## src/rtl/voq_fifo.sv

```systemverilog
// voq_fifo: N_CH independent circular-buffer queues, one push and one pop per cycle, steered by channel index.
// Latency: 1 cycle from rd_en to rd_data/rd_valid; flags and count follow the registered occupancy.
// Backpressure: producer watches full, consumer watches empty; violations are dropped and flagged sticky in ovf/udf.
// Optional feature macro: VOQ_AFULL_EN adds AF_LEVEL and the per-channel almost_full output.
module voq_fifo #(
  parameter int DATA_W = 33,
  parameter int DEPTH  = 16,
  parameter int N_CH   = 4,
`ifdef VOQ_AFULL_EN
  parameter int AF_LEVEL = 12,
`endif
  localparam int AW = $clog2(DEPTH),
  localparam int CW = $clog2(N_CH)
) (
  input  logic                     clk,
  input  logic                     rst_n,
  input  logic                     wr_en,
  input  logic [CW-1:0]            wr_ch,
  input  logic [DATA_W-1:0]        wr_data,
  input  logic                     rd_en,
  input  logic [CW-1:0]            rd_ch,
  output logic [DATA_W-1:0]        rd_data,
  output logic                     rd_valid,
  output logic [N_CH-1:0]          full,
  output logic [N_CH-1:0]          empty,
  output logic [N_CH*(AW+1)-1:0]   count,
`ifdef VOQ_AFULL_EN
  output logic [N_CH-1:0]          almost_full,
`endif
  output logic [N_CH-1:0]          ovf,
  output logic [N_CH-1:0]          udf,
  input  logic                     err_clr
);

  localparam logic [AW:0]   FULL_CNT = (AW+1)'(DEPTH);
  localparam logic [AW:0]   CNT_ONE  = (AW+1)'(1);
  localparam logic [AW-1:0] PTR_ONE  = AW'(1);
`ifdef VOQ_AFULL_EN
  localparam logic [AW:0]   AF_CNT   = (AW+1)'(AF_LEVEL);
`endif

  // Storage is deliberately not reset; only written words are ever read back.
  logic [DATA_W-1:0] mem_q [N_CH][DEPTH];

  logic [AW-1:0]     wr_ptr_q [N_CH];
  logic [AW-1:0]     wr_ptr_d [N_CH];
  logic [AW-1:0]     rd_ptr_q [N_CH];
  logic [AW-1:0]     rd_ptr_d [N_CH];
  logic [AW:0]       cnt_q    [N_CH];
  logic [AW:0]       cnt_d    [N_CH];
  logic [DATA_W-1:0] rd_data_q, rd_data_d;
  logic              rd_valid_q, rd_valid_d;
  logic [N_CH-1:0]   ovf_q, ovf_d;
  logic [N_CH-1:0]   udf_q, udf_d;

  logic              push_ok, pop_ok;
  logic [N_CH-1:0]   push_vec, pop_vec;

  // Accept decisions: pop judged on pre-cycle count (no bypass); a full channel
  // still takes a push when the same channel is popped this cycle.
  always_comb begin
    pop_ok   = rd_en && (cnt_q[rd_ch] != '0);
    push_ok  = wr_en && ((cnt_q[wr_ch] != FULL_CNT) || (pop_ok && (rd_ch == wr_ch)));
    push_vec = '0;
    pop_vec  = '0;
    if (push_ok) push_vec[wr_ch] = 1'b1;
    if (pop_ok)  pop_vec[rd_ch]  = 1'b1;
  end

  // Next-state for pointers, occupancy, read register and sticky error flags.
  always_comb begin
    for (int c = 0; c < N_CH; c++) begin
      wr_ptr_d[c] = wr_ptr_q[c];
      rd_ptr_d[c] = rd_ptr_q[c];
      cnt_d[c]    = cnt_q[c];
      if (push_vec[c]) wr_ptr_d[c] = wr_ptr_q[c] + PTR_ONE;
      if (pop_vec[c])  rd_ptr_d[c] = rd_ptr_q[c] + PTR_ONE;
      case ({push_vec[c], pop_vec[c]})
        2'b10:   cnt_d[c] = cnt_q[c] + CNT_ONE;
        2'b01:   cnt_d[c] = cnt_q[c] - CNT_ONE;
        default: cnt_d[c] = cnt_q[c];
      endcase
    end
    rd_valid_d = pop_ok;
    rd_data_d  = pop_ok ? mem_q[rd_ch][rd_ptr_q[rd_ch]] : rd_data_q;
    // A new violation wins over a concurrent clear.
    ovf_d = err_clr ? '0 : ovf_q;
    udf_d = err_clr ? '0 : udf_q;
    if (wr_en && !push_ok) ovf_d[wr_ch] = 1'b1;
    if (rd_en && !pop_ok)  udf_d[rd_ch] = 1'b1;
  end

  // Control state register with asynchronous reset.
  always_ff @(posedge clk or negedge rst_n) begin
    if (!rst_n) begin
      for (int c = 0; c < N_CH; c++) begin
        wr_ptr_q[c] <= '0;
        rd_ptr_q[c] <= '0;
        cnt_q[c]    <= '0;
      end
      rd_data_q  <= '0;
      rd_valid_q <= 1'b0;
      ovf_q      <= '0;
      udf_q      <= '0;
    end else begin
      for (int c = 0; c < N_CH; c++) begin
        wr_ptr_q[c] <= wr_ptr_d[c];
        rd_ptr_q[c] <= rd_ptr_d[c];
        cnt_q[c]    <= cnt_d[c];
      end
      rd_data_q  <= rd_data_d;
      rd_valid_q <= rd_valid_d;
      ovf_q      <= ovf_d;
      udf_q      <= udf_d;
    end
  end

  // Storage write; a same-slot pop in this cycle still reads the old word.
  always_ff @(posedge clk) begin
    if (push_ok) mem_q[wr_ch][wr_ptr_q[wr_ch]] <= wr_data;
  end

  // Status flags decoded from registered occupancy.
  always_comb begin
    for (int c = 0; c < N_CH; c++) begin
      full[c]                  = (cnt_q[c] == FULL_CNT);
      empty[c]                 = (cnt_q[c] == '0);
      count[c*(AW+1) +: AW+1]  = cnt_q[c];
`ifdef VOQ_AFULL_EN
      almost_full[c]           = (cnt_q[c] >= AF_CNT);
`endif
    end
  end

  assign rd_data  = rd_data_q;
  assign rd_valid = rd_valid_q;
  assign ovf      = ovf_q;
  assign udf      = udf_q;

endmodule

```

## config.mk

```make
export PLATFORM = sky130hd
export DESIGN_NAME = voq_fifo
export DESIGN_NICKNAME = d
export VERILOG_FILES = /design/src/rtl/voq_fifo.sv
export SDC_FILE = /design/constraint.sdc
export NUM_CORES = 2
export LEC_CHECK = 0
export CORE_UTILIZATION = 50
export DETAILED_ROUTE_END_ITERATION = 6
export MAX_ROUTING_LAYER = met4
export PLACE_DENSITY = 0.66
export SYNTH_ARGS = -nofsm -noshare
export SYNTH_HDL_FRONTEND = slang
export SYNTH_SLANG_ARGS = --single-unit
```

## constraint.sdc

```tcl
create_clock -name clk -period 10.5 [get_ports clk]
set_input_delay 1.575 -clock clk [delete_from_list [all_inputs] [get_ports clk]]
set_output_delay 1.575 -clock clk [all_outputs]
set_load 0.02 [all_outputs]
```

**Congestion heat map**

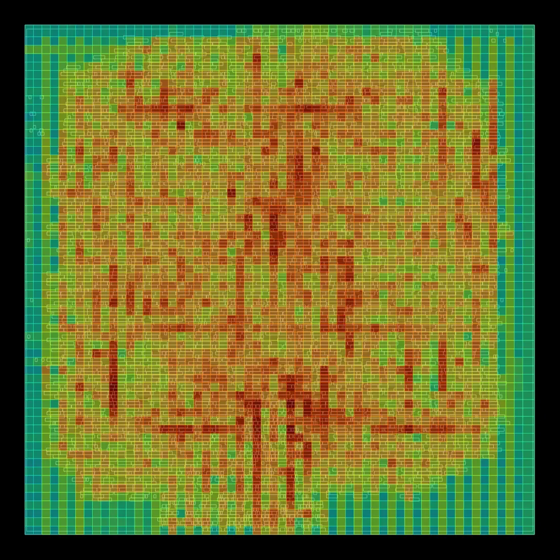
average wire per cell in the routed design: 32.69 microns
met1 Usage GRT: 0.3462

**Register map, names as in the netlist**

(1 px per micron) Other sequential cells in the stronger grey, the rest of the logic in the fainter grey.
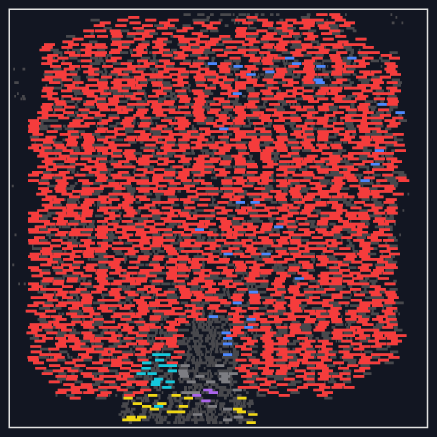
- rd_ptr_q: cyan (sequential cells 16)
- rd_data: blue (sequential cells 33)
- count: yellow (sequential cells 20)
- mem_q: red (sequential cells 2112; where all over the die)
- ovf: purple (sequential cells 4; where south)
Seq area share: 0.6821
FF+latch area: 65770 sq um

==> summary.txt <==
status - complete, no violations
distinct lib cells - 58
top cell category - flip-flops and latches
Overflow after GRT - 0
diode count - 11
Tot GR Track Use - 0.2546
Die Width - 416.7 microns
switching portion of total power - 0.2771
post-synth top area cell - edfxtp_1
dpl ws - 3.814 ns
registers - 2206
GP Congestion - 0.7924
vias per cell - 6.386
most numerous logic cells after layout - edfxtp_1, mux4_2, clkbuf_16
Hold Buf Count CTS - 0
Synth Cell Area - 86000 sq um
Data buffer area share - 0.01887
Tmin final - 5.864 ns
Pwr top - registers
PwrDens - 220.6 nW/um^2
synthesized instance count - 3890
Comb pwr share - 0.172
Non-clk bufs - 218
Lkg Pwr - 30.40 nW
Comb area - 19340 sq um
crit path launch type - primary input
Switching Power - 5.895 mW
initial antenna violation count - 17
post-CTS setup buffers - 0
clk slew on worst S/H paths - 0.06 ns
yosys cell count - 3890
number of gates resized after cts - 0
Worst Path Max Fanout - 109
setup ws final - 4.636 ns
**The metal 2 layer**

(1 px per micron) Cells faint in the background.
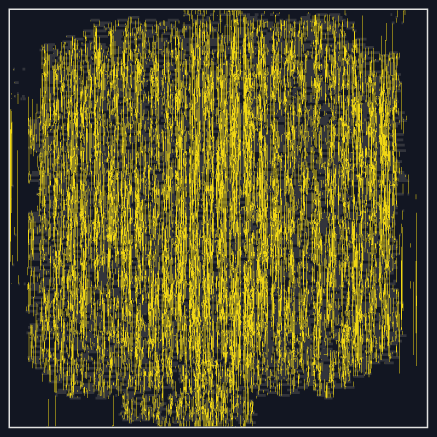
- longest straight run: 152 microns
- main direction: vertical
- nets with wire on the layer: 3630

**A small window of the routed layout**

Region (188, 272) to (228, 312) microns. Cells in grey, sequential cells in the stronger grey; small squares are vias.
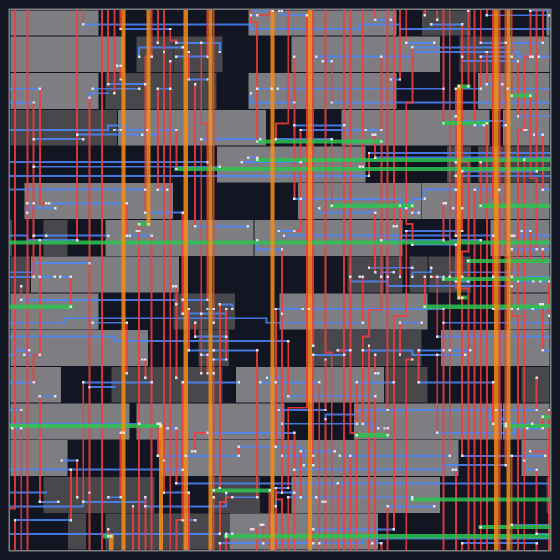
- metal 3: green
- metal 1: blue
- metal 2: red
- metal 4: orange
- sequential cells in the window: 27
- netlist names of flops here include: mem_q (26), rd_data (1)
- cells with their middle in the window: 50
- most frequent: edfxtp_1 (26), mux4_2 (4)

## logic make-up after synthesis
group | after synthesis | synth area share
AOI/OAI and AO/OA | 325 | 0.02777
xor gates and xnor gates | 41 | 0.004175
adders and majority gates | 28 | 0.004423
buffers and inverters | 241 | 0.01573
DFF | 2206 | 0.7648
muxes | 746 | 0.1657
and+or+nand+nor | 303 | 0.01746
## Yosys cell counts (3+ instances only)
master,number
a211oi_1,135
a21o_1,8
a21oi_1,45
a21oi_2,3
a221oi_1,33
a22o_1,4
and2_1,5
and2b_1,4
buf_1,7
buf_2,100
buf_4,50
buf_6,13
clkbuf_1,44
clkbuf_4,10
dfrtp_1,94
edfxtp_1,2112
fa_1,4
ha_1,24
inv_1,17
mux2_2,77
mux2i_1,134
mux4_2,534
nand2_1,61
nand2b_1,4
nand3_1,21
nand4_1,6
nor2_1,79
nor2b_1,65
nor3_1,40
nor4_1,3
o21ai_0,12
o21ai_1,3
o22ai_1,33
o2bb2ai_1,3
o31ai_1,33
or3_1,5
xnor2_1,17
xor2_1,24
## critical path, delay by kind of cell
family | cells | cell delay (ns)
AOI/OAI and AO/OA | 4 | 1.65
and+or+nand+nor | 1 | 0.12
muxes | 1 | 0.97
buffers and inverters | 3 | 1.88
## path summary, 6_finish.rpt
| kind | from | end | slack, ns | depth (start not counted) |
|---|---|---|---|---|
| max | rd_ch[1] | rd_data[10] | 4.64 | 9 |
| min | rd_ptr_q[3] | rd_ptr_q[3] | 0.48 | 1 |
| max reg2reg | rd_ptr_q[5] | rd_data[10] | 5.73 | 8 |
| min reg2reg | rd_ptr_q[3] | rd_ptr_q[3] | 0.48 | 1 |
| max in group asynchronous | rst_n | rd_data[32] | 8.27 | 2 |
| min in group asynchronous | rst_n | udf[1] | 0.77 | 1 |
Power figures rest on the tool's default switching activity, not on a simulated workload.
